==> config.mk <==
export PLATFORM = sky130hd
export DESIGN_NAME = alu_share_arbiter
export DESIGN_NICKNAME = d
export VERILOG_FILES = /design/src/rtl/alu_share_arbiter.sv
export SDC_FILE = /design/constraint.sdc
export NUM_CORES = 1
export LEC_CHECK = 0
export ABC_AREA = 1
export CORE_ASPECT_RATIO = 0.7
export CORE_UTILIZATION = 39
export CTS_CLUSTER_DIAMETER = 40
export DETAILED_ROUTE_END_ITERATION = 10
export PLACE_DENSITY = 0.82
export SYNTH_ARGS = -nofsm -noshare
export SYNTH_HDL_FRONTEND = slang
export SYNTH_SLANG_ARGS = --single-unit
export TNS_END_PERCENT = 50
==> constraint.sdc <==
create_clock -name clk -period 1.76 [get_ports clk]
set_clock_uncertainty 0.2 [all_clocks]
set_input_delay 0.176 -clock clk [delete_from_list [all_inputs] [get_ports clk]]
set_output_delay 0.176 -clock clk [all_outputs]
set_load 0.01 [all_outputs]
==> src/rtl/alu_share_arbiter.sv <==
// alu_share_arbiter: shares one combinational-result ALU between two requesters.
// Round-robin grant in IDLE, operands registered onto the ALU, a fixed settle
// count in EXEC, then the captured result/flags are held in RESP until the
// winner takes them. One operation in flight at a time.
// Optional feature: define ALU_ARB_LOCK_EN to add req0_lock/req1_lock, which
// let a grantee reserve up to LOCK_MAX back-to-back grants.
module alu_share_arbiter #(
    parameter int WIDTH       = 32,
    parameter int ALU_LATENCY = 1,
    parameter int LOCK_MAX    = 4
) (
    input  logic             clk,
    input  logic             rst_n,
    input  logic             req0_valid,
    output logic             req0_ready,
    input  logic [2:0]       req0_op,
    input  logic [WIDTH-1:0] req0_a,
    input  logic [WIDTH-1:0] req0_b,
    input  logic             req1_valid,
    output logic             req1_ready,
    input  logic [2:0]       req1_op,
    input  logic [WIDTH-1:0] req1_a,
    input  logic [WIDTH-1:0] req1_b,
`ifdef ALU_ARB_LOCK_EN
    input  logic             req0_lock,
    input  logic             req1_lock,
`endif
    output logic             rsp0_valid,
    input  logic             rsp0_ready,
    output logic             rsp1_valid,
    input  logic             rsp1_ready,
    output logic [WIDTH-1:0] rsp_data,
    output logic             rsp_zero,
    output logic             rsp_ovf,
    output logic             rsp_cout,
    output logic [2:0]       alu_s,
    output logic [WIDTH-1:0] alu_a,
    output logic [WIDTH-1:0] alu_b,
    input  logic [WIDTH-1:0] alu_out,
    input  logic             alu_zero,
    input  logic             alu_overflow,
    input  logic             alu_cout
);

    typedef enum logic [1:0] {IDLE, EXEC, RESP} state_t;

    // Settle counter is loaded with latency-1 so that latency 1 captures on
    // the first EXEC edge.
    localparam logic [2:0] CNT_INIT = 3'(ALU_LATENCY - 1);

    state_t           state_q;
    logic             last_grant_q;
    logic             id_q;
    logic [2:0]       cnt_q;
    logic [2:0]       alu_s_q;
    logic [WIDTH-1:0] alu_a_q;
    logic [WIDTH-1:0] alu_b_q;
    logic [WIDTH-1:0] rsp_data_q;
    logic             rsp_zero_q;
    logic             rsp_ovf_q;
    logic             rsp_cout_q;

    logic             grant;
    logic             grant_vld;
    logic             hs;

`ifdef ALU_ARB_LOCK_EN
    localparam int LCW = $clog2(LOCK_MAX + 1) + 1;

    logic           lock_act_q;
    logic           lock_id_q;
    logic [LCW-1:0] lock_cnt_q;
    logic [LCW-1:0] lock_cnt_d;
    logic           lock_owner_vld;
    logic           grant_lock;
`endif

    // Grant selection: reserved owner first (if locking), else round-robin.
    always_comb begin
        grant_vld = req0_valid | req1_valid;
        grant     = (req0_valid & req1_valid) ? ~last_grant_q : req1_valid;
`ifdef ALU_ARB_LOCK_EN
        lock_owner_vld = lock_id_q ? req1_valid : req0_valid;
        if (lock_act_q && lock_owner_vld)
            grant = lock_id_q;
        grant_lock = grant ? req1_lock : req0_lock;
        // A lock continuing the current run counts up; anything else starts a new run.
        lock_cnt_d = (lock_act_q && (lock_id_q == grant)) ? lock_cnt_q + 1'b1 : LCW'(1);
`endif
    end

    assign hs         = rst_n && (state_q == IDLE) && grant_vld;
    assign req0_ready = hs && !grant;
    assign req1_ready = hs && grant;

    // Main FSM: accept, hold operands for the settle count, capture, respond.
    always_ff @(posedge clk) begin
        if (!rst_n) begin
            state_q      <= IDLE;
            last_grant_q <= 1'b1;
            id_q         <= 1'b0;
            cnt_q        <= 3'd0;
            alu_s_q      <= 3'd0;
            alu_a_q      <= '0;
            alu_b_q      <= '0;
            rsp_data_q   <= '0;
            rsp_zero_q   <= 1'b0;
            rsp_ovf_q    <= 1'b0;
            rsp_cout_q   <= 1'b0;
`ifdef ALU_ARB_LOCK_EN
            lock_act_q   <= 1'b0;
            lock_id_q    <= 1'b0;
            lock_cnt_q   <= '0;
`endif
        end else begin
            case (state_q)
                IDLE: begin
`ifdef ALU_ARB_LOCK_EN
                    // Owner not presenting an op ends the reservation.
                    if (lock_act_q && !lock_owner_vld)
                        lock_act_q <= 1'b0;
`endif
                    if (hs) begin
                        id_q    <= grant;
                        alu_s_q <= grant ? req1_op : req0_op;
                        alu_a_q <= grant ? req1_a  : req0_a;
                        alu_b_q <= grant ? req1_b  : req0_b;
                        cnt_q   <= CNT_INIT;
                        state_q <= EXEC;
`ifdef ALU_ARB_LOCK_EN
                        if (grant_lock) begin
                            lock_id_q  <= grant;
                            lock_cnt_q <= lock_cnt_d;
                            lock_act_q <= (lock_cnt_d < LCW'(LOCK_MAX));
                        end else begin
                            lock_act_q <= 1'b0;
                            lock_cnt_q <= '0;
                        end
`endif
                    end
                end
                EXEC: begin
                    if (cnt_q == 3'd0) begin
                        rsp_data_q <= alu_out;
                        rsp_zero_q <= alu_zero;
                        rsp_ovf_q  <= alu_overflow;
                        rsp_cout_q <= alu_cout;
                        state_q    <= RESP;
                    end else begin
                        cnt_q <= cnt_q - 3'd1;
                    end
                end
                RESP: begin
                    if (id_q ? rsp1_ready : rsp0_ready) begin
                        last_grant_q <= id_q;
                        state_q      <= IDLE;
                    end
                end
                default: state_q <= IDLE;
            endcase
        end
    end

    assign rsp0_valid = (state_q == RESP) && !id_q;
    assign rsp1_valid = (state_q == RESP) && id_q;
    assign rsp_data   = rsp_data_q;
    assign rsp_zero   = rsp_zero_q;
    assign rsp_ovf    = rsp_ovf_q;
    assign rsp_cout   = rsp_cout_q;
    assign alu_s      = alu_s_q;
    assign alu_a      = alu_a_q;
    assign alu_b      = alu_b_q;

endmodule

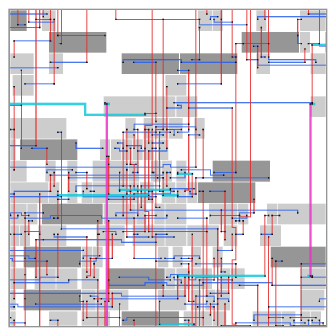
(images/zoom.png)
Region (48, 28) to (88, 68) um. Cells in gray, sequential cells in the stronger gray; small squares are vias.
- cyan: met3
- blue: met1
- magenta: met4
- red: met2
- cells with their middle in the window: 106
- most frequent: nand2_1 (21), nor2_1 (12), dfxtp_1 (12)
- sequential cells in the window: 13
- netlist names of flops here include: alu_a (4), cnt_q (3), state_q (2)

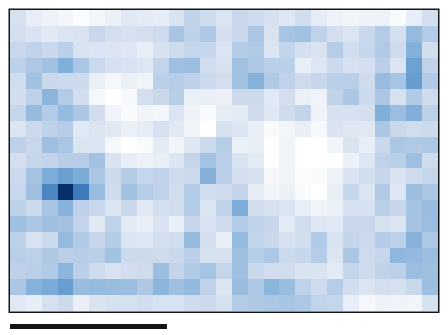
(images/wire_density.png)
Scale bar: 50 um. The die is cut into 27 by 19 equal tiles; white is low, dark blue is high, scaled to the fullest tile. Values are wire area over tile area, all layers added.
- tiles over half the peak: 1.4%
- nearly empty tiles: 2.3%
- mean over tiles: 0.20
- fullest tile: 0.84

==> flow_summary_export.csv <==
group,metric,value,unit
grt,gr-usage-all-layers,0.235,
grt,grt_max_degree,53,
place,place_congestion,0.770,
synthesis,ys_seq_frac,0.444,
sta,max_freq,571,MHz
grt,overflow,0,
run,log.warning_count,28,
setup_path,timing_worst_setup_path_type,"reg2out",
grt,wire_length_of_the_first_global_routing_pass,23.9,mm
layout,syn_to_final_growth,63.9,%
clock_network,clock_sinks,109,
detailed_routing,drc_errors,0,
synthesis,edf_count,0,
status,run_status,"completed",
grt,met1_usage,0.287,
clock_network,numCtsBuffers,9,
setup_path,crit_arrival,1370,ps
detailed_routing,ant_nets,0,
min_path,worst_hold_depth,5,
synthesis,postSynthNetCount,909,
synthesis,synth_flop_count,109,
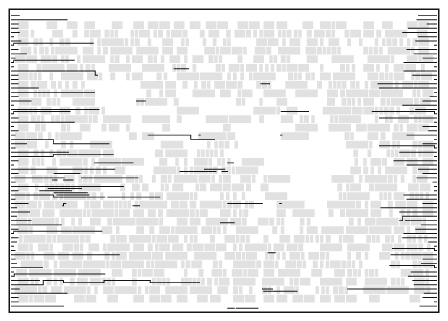
(images/met3.png)
- longest straight run: 35.6 um
- nets with wire on the layer: 158
- share of all routed wire: 9.3%
- wire length on this layer: 1460 um
- main direction: horizontal
Routed WL: 15.7 mm
DR vias: 5440
global-route track usage on met3: 0.0800

## registers in the layout (all words and copies together), names as in the netlist
register      count
last_grant_q      1
alu_b            32
alu_s             3
id_q              1
alu_a            32
rsp_zero          1
state_q           2
cnt_q             3
rsp_data         32
rsp_cout          1
rsp_ovf           1
## layout by cell type, fill, tap and decap left out, types with 2 or more instances in the layout
cell type	n
a21oi_1	69
buf_12	3
buf_2	2
buf_4	16
buf_6	2
clkbuf_16	9
clkbuf_2	2
clkdlybuf4s50_1	275
clkinv_2	2
clkinvlp_4	2
dfxtp_1	108
ha_1	2
inv_1	11
inv_2	6
inv_8	2
nand2_1	285
nand2_2	2
nand3_1	72
nor2_1	82
nor2_2	2
o21ai_0	35
## critical path: stages (launching register included)
cell	delay [ps]
dfxtp_1	380
inv_1	50
nor2_1	150
inv_1	80
nor2_1	130
clkdlybuf4s15_2	250
## report_power, final
group	internal (W)	switching [W]
combinational	0.000918	0.000777
sequential	0.00267	0.0000982
clock	0.000981	0.000929
## per-layer routing
layer  vias up  routed length, um  part of all wire
li1       2838                  -                 -
met1      2400               6790              0.43
met2       192               7260              0.46
met3        10               1460             0.093
met4         0                149            0.0095
met5         -                  0                 0
## through the flow
stage                     total power, W  std cells  cell area, sq um
after global placement           0.00450       1135              7760
after CTS                        0.00645       1151              8040
after floorplan                  0.00359        732              4910
after global routing             0.00672       1152              8050
final                            0.00637       1152              8050
after detailed placement         0.00452       1135              7760
## cell families (layout without fill, tap and decap cells)
family | Yosys count | count (layout)
and+or+nand+nor | 445 | 445
DFF | 109 | 109
AOI/OAI and AO/OA | 105 | 105
buffers and inverters | 71 | 334
adders and majority gates | 2 | 2
## repair_timing
action,4_1_cts,5_1_grt
gates resized,8,9
pin swaps,2,1
setup buffers,0,1
endpoints found under the setup margin,4,21
hold buffers,0,0
## path summary, 6_finish.rpt
path / from / end / slack, ps
setup / recovery: state_q[1] / rsp0_valid / 10
hold / removal: req1_valid / id_q / 90
setup reg to reg: cnt_q[0] / rsp_data[29] / 200
hold reg to reg: alu_a[21] / alu_a[21] / 260
## layout make-up
cell class	instances	share of cell area
clock buffer	9	0.0280
clock inverter	7	0.00700
inverter	17	0.00793
tap	157	0.0244
timing repair buffer	301	0.371
multi-input combinational	552	0.290
sequential	109	0.271
Power and IR drop assume default switching activity.
